### Congestion heat map

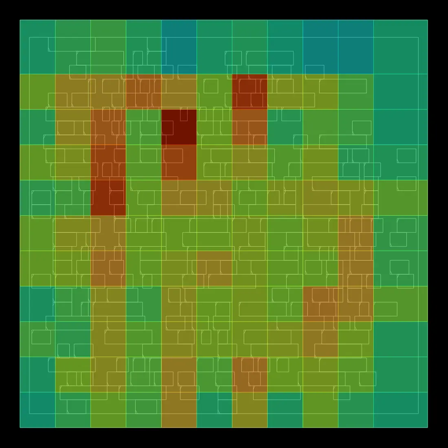
### Gate families picked out

Drawn at 6 px/um.
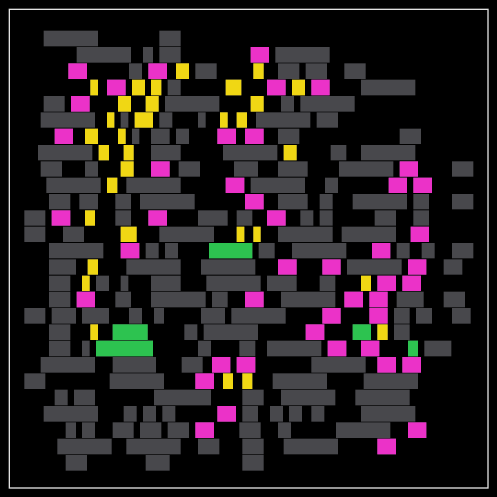
### A small window of the routed layout

Region (25, 41) to (55, 71) um. Cells in grey, sequential cells in the stronger grey; small squares are vias.
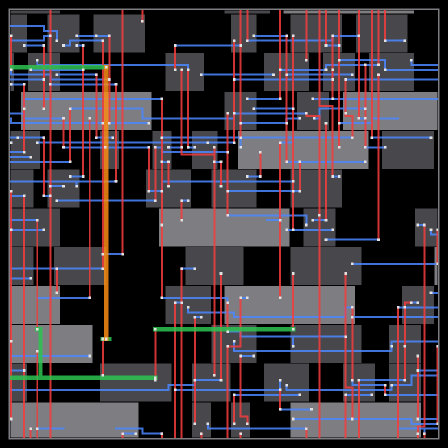
### M1 wires

Drawn at 4 px/um. Supply wires on this layer in grey.
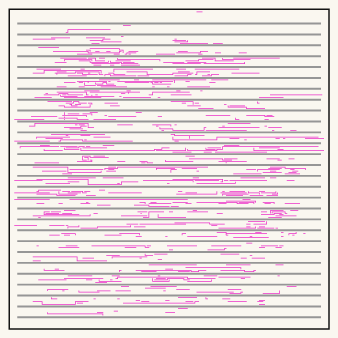
### Metal layers overlaid

Drawn at 4 px/um. Two of the layers only.
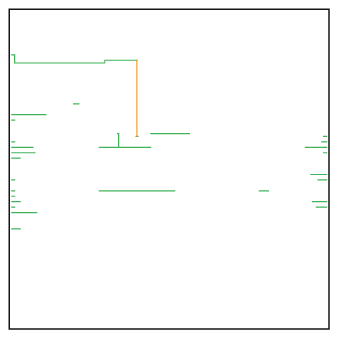
===== src/rtl/fwd_select_ctrl.sv =====
`default_nettype none
// ============================================================================
//  Module   : fwd_select_ctrl
//  Function : EX-stage operand forwarding selects and load-use stall control
//             for a 5-stage RV32I pipeline, with a saturating stall counter.
//  Revision : 1.0
// ============================================================================
module fwd_select_ctrl #(
    parameter int REG_AW = 5,
    parameter int CNT_W  = 16
) (
    input  logic              clk,
    input  logic              rst,
    input  logic              id_valid,
    input  logic [REG_AW-1:0] id_rs1,
    input  logic [REG_AW-1:0] id_rs2,
    input  logic [REG_AW-1:0] id_rd,
    input  logic              id_regwrite,
    input  logic              id_memread,
    input  logic              flush,
    output logic [1:0]        fwd_a,
    output logic [1:0]        fwd_b,
    output logic              stall,
    output logic [CNT_W-1:0]  stall_cnt
);

    localparam logic [REG_AW-1:0] c_x0      = '0;
    localparam logic [CNT_W-1:0]  c_cnt_max = '1;
    localparam logic [CNT_W-1:0]  c_cnt_one = CNT_W'(1);
    localparam logic [1:0]        c_sel_rf  = 2'b00;
    localparam logic [1:0]        c_sel_wb  = 2'b01;
    localparam logic [1:0]        c_sel_mem = 2'b10;

    // Shadow copies of the pipeline registers that matter for hazards
    logic [REG_AW-1:0] r_ex_rs1;
    logic [REG_AW-1:0] r_ex_rs2;
    logic [REG_AW-1:0] r_ex_rd;
    logic              r_ex_rw;
    logic              r_ex_mr;
    logic [REG_AW-1:0] r_mem_rd;
    logic              r_mem_rw;
    logic [REG_AW-1:0] r_wb_rd;
    logic              r_wb_rw;
    logic [CNT_W-1:0]  r_stall_cnt;

    logic              w_stall;
    logic              w_issue;
    logic [1:0]        w_fwd_a;
    logic [1:0]        w_fwd_b;

    // Newest producer wins; x0 is hard-wired zero and is never forwarded.
    function automatic logic [1:0] sel_for(
        input logic [REG_AW-1:0] rs,
        input logic              mem_rw,
        input logic [REG_AW-1:0] mem_rd,
        input logic              wb_rw,
        input logic [REG_AW-1:0] wb_rd
    );
        logic [1:0] sel;
        sel = c_sel_rf;
        if (mem_rw && (mem_rd != c_x0) && (mem_rd == rs)) begin
            sel = c_sel_mem;
        end else if (wb_rw && (wb_rd != c_x0) && (wb_rd == rs)) begin
            sel = c_sel_wb;
        end
        return sel;
    endfunction

    always_comb begin
        w_stall = 1'b0;
        if (r_ex_mr && (r_ex_rd != c_x0) && id_valid && !flush &&
            ((r_ex_rd == id_rs1) || (r_ex_rd == id_rs2))) begin
            w_stall = 1'b1;
        end
        w_issue = id_valid && !flush && !w_stall;
    end

    always_comb begin
        w_fwd_a = sel_for(r_ex_rs1, r_mem_rw, r_mem_rd, r_wb_rw, r_wb_rd);
        w_fwd_b = sel_for(r_ex_rs2, r_mem_rw, r_mem_rd, r_wb_rw, r_wb_rd);
    end

    // The shift never pauses; a stall or flush only turns the EX slot into a bubble.
    always_ff @(posedge clk or negedge rst) begin
        if (!rst) begin
            r_ex_rs1    <= '0;
            r_ex_rs2    <= '0;
            r_ex_rd     <= '0;
            r_ex_rw     <= 1'b0;
            r_ex_mr     <= 1'b0;
            r_mem_rd    <= '0;
            r_mem_rw    <= 1'b0;
            r_wb_rd     <= '0;
            r_wb_rw     <= 1'b0;
            r_stall_cnt <= '0;
        end else begin
            if (w_issue) begin
                r_ex_rs1 <= id_rs1;
                r_ex_rs2 <= id_rs2;
                r_ex_rd  <= id_rd;
                r_ex_rw  <= id_regwrite;
                r_ex_mr  <= id_memread;
            end else begin
                r_ex_rs1 <= '0;
                r_ex_rs2 <= '0;
                r_ex_rd  <= '0;
                r_ex_rw  <= 1'b0;
                r_ex_mr  <= 1'b0;
            end
            r_mem_rd <= r_ex_rd;
            r_mem_rw <= r_ex_rw;
            r_wb_rd  <= r_mem_rd;
            r_wb_rw  <= r_mem_rw;
            if (w_stall && (r_stall_cnt != c_cnt_max)) begin
                r_stall_cnt <= r_stall_cnt + c_cnt_one;
            end
        end
    end

    assign fwd_a     = w_fwd_a;
    assign fwd_b     = w_fwd_b;
    assign stall     = w_stall;
    assign stall_cnt = r_stall_cnt;

endmodule
`default_nettype wire


===== config.mk =====
export PLATFORM = sky130hd
export DESIGN_NAME = fwd_select_ctrl
export DESIGN_NICKNAME = d
export VERILOG_FILES = /design/src/rtl/fwd_select_ctrl.sv
export SDC_FILE = /design/constraint.sdc
export NUM_CORES = 1
export LEC_CHECK = 0
export CELL_PAD_IN_SITES_DETAIL_PLACEMENT = 1
export CELL_PAD_IN_SITES_GLOBAL_PLACEMENT = 1
export CORE_MARGIN = 1.5
export CORE_UTILIZATION = 35
export DETAILED_ROUTE_END_ITERATION = 10
export GPL_TIMING_DRIVEN = 0
export PLACE_DENSITY = 0.66
export SLEW_MARGIN = 10
export SYNTH_ARGS = -nofsm -noshare
export SYNTH_HDL_FRONTEND = slang
export SYNTH_SLANG_ARGS = --single-unit

===== constraint.sdc =====
create_clock -name clk -period 2.55 [get_ports clk]
set_input_delay 0.3825 -clock clk [delete_from_list [all_inputs] [get_ports clk]]
set_output_delay 0.3825 -clock clk [all_outputs]
set_load 0.005 [all_outputs]

==> Changelog: implementation <==
### Physical design

- Run status: finished, final reports clean
- Placer Congestion: 0.751
- Clock Skews: 13.7 ps
- Area leader, netlist: dfrtp_1
- Critical Path RT: 2170 ps
- Power Clock: 0.461 mW
- Sequential Power Share: 55.2%
- Cells after Synth: 172
- Clock root buffer master: clkbuf_8
- Seq power: 0.752 mW
- Largest net degree at the start of global routing: 35
- Post-synth cell types: 28
- Synth top cell by count: dfrtp_1
- Final Instance Area: 0.00279 mm2
- Worst VDD drop: 0.000232 V
- Top Layout Cells: 44 x dfrtp_1, 37 x clkdlybuf4s50_1, 31 x xnor2_1
- Final core occ: 50.0%
- Period utilization: 93.1%
- Vert. Die Dim: 79.5 um
- Max reg flops: 16
- Total CTS buffers: 5
- Critical path capture point type: output port
- Worst Tran Pin Value: 589 ps
- YS chip area: 0.00205 mm2
- Filler cells: 614
- Die ar.: 0.00633 mm2
- Core ar.: 0.00557 mm2
- Comb group: 0.148 mW
- Tool warnings: 27
Back to the opening pictures, 'Congestion heat map':
Most Crowded Layer GR: met2
M2 GR Usage: 28.5%
DR WL/cell: 16.2 um
grt met3 use: 3.54%

Back to the opening pictures, 'Gate families picked out':
- nand cells: yellow (cells 32)
- aoi and oai cells: green (cells 5)
- xor and xnor cells: magenta (cells 45; where spread over the die)
fin cells: 306
Top cell excl fill/tap: dfrtp_1
Comb/total area: 33.0%

Back to the opening pictures, 'A small window of the routed layout':
- M2: red
- M3: green
- M1: blue
- M4: orange
- sequential cells in the window: 8
- most frequent: xnor2_1 (8), dfrtp_1 (8), clkdlybuf4s50_1 (6)
- netlist names of flops here include: stall_cnt (5), r_mem_rd (2)
- cells with their middle in the window: 49

Back to the opening pictures, 'M1 wires':
- wire length on this layer: 2260 um
- nets with wire on the layer: 232
- longest straight run: 29.4 um
- share of all routed wire: 46%
met1 usage: 21.6%
via count: 1478
Routed WL: 4.96 mm

Back to the opening pictures, 'Metal layers overlaid':
- M4: orange (wire length 19.0 um)
- M3: green (wire length 139 um)
Overall Global Routing Usage: 16.7%

-- cells by family after synthesis --
kind of cell    share of synthesized area (%)
mux                                     0.549
fa+ha+maj                               0.610
compound gates                           3.17
xor+xnor                                 19.2
simple gates                             20.2
buf+inv                                  1.34
flops                                    54.9
-- cell type report --
type	instances	area (um2)	share of cell area (%)
flip-flops and latches	45	1130	40.5
multi-input cells	122	921	33.0
repair buffers	54	518	18.6
well taps	72	90.1	3.23
clock buffers	6	82.6	2.96
plain buffers	2	22.5	0.808
clock inverters	2	13.8	0.494
inverters	3	11.3	0.404
-- what timing repair did --
action                                  CTS  global route
endpoints found under the hold margin    11             0
setup buffers                             4             7
endpoints found under the setup margin    3             3
gates resized                             6             6
hold buffers                              1             0
gates cloned                              0             0
pin swaps                                 2             3
-- final timing paths --
| kind | startpoint | endpoint | depth (start not counted) |
|---|---|---|---|
| max | r_mem_rd[2]$_DFF_PN0_ | fwd_a[1] | 4 |
| min | r_ex_rw$_DFF_PN0_ | r_mem_rw$_DFF_PN0_ | 0 |
| max reg2reg | stall_cnt[0]$_DFFE_PN0P_ | stall_cnt[1]$_DFFE_PN0P_ | 6 |
| min reg2reg | r_ex_rw$_DFF_PN0_ | r_mem_rw$_DFF_PN0_ | 0 |
| max in group asynchronous | rst | r_ex_rd[2]$_DFF_PN0_ | 3 |
| min in group asynchronous | rst | stall_cnt[9]$_DFFE_PN0P_ | 2 |
-- metal layers --
layer,vias to the layer above,routed length (um),GRT usage (%)
li1,715,-,-
met1,728,2260,21.6
met2,33,2540,28.5
met3,2,139,3.54
met4,0,19,3.68
met5,-,0,0
-- worst max-delay path, cell delays in order (launching register included) --
cell	delay, ps
dfrtp_1	440
or4_1	540
o21ai_2	180
nor4_1	90
clkdlybuf4s50_1	440
No activity file was given, so power comes from the tool's default toggle rates.
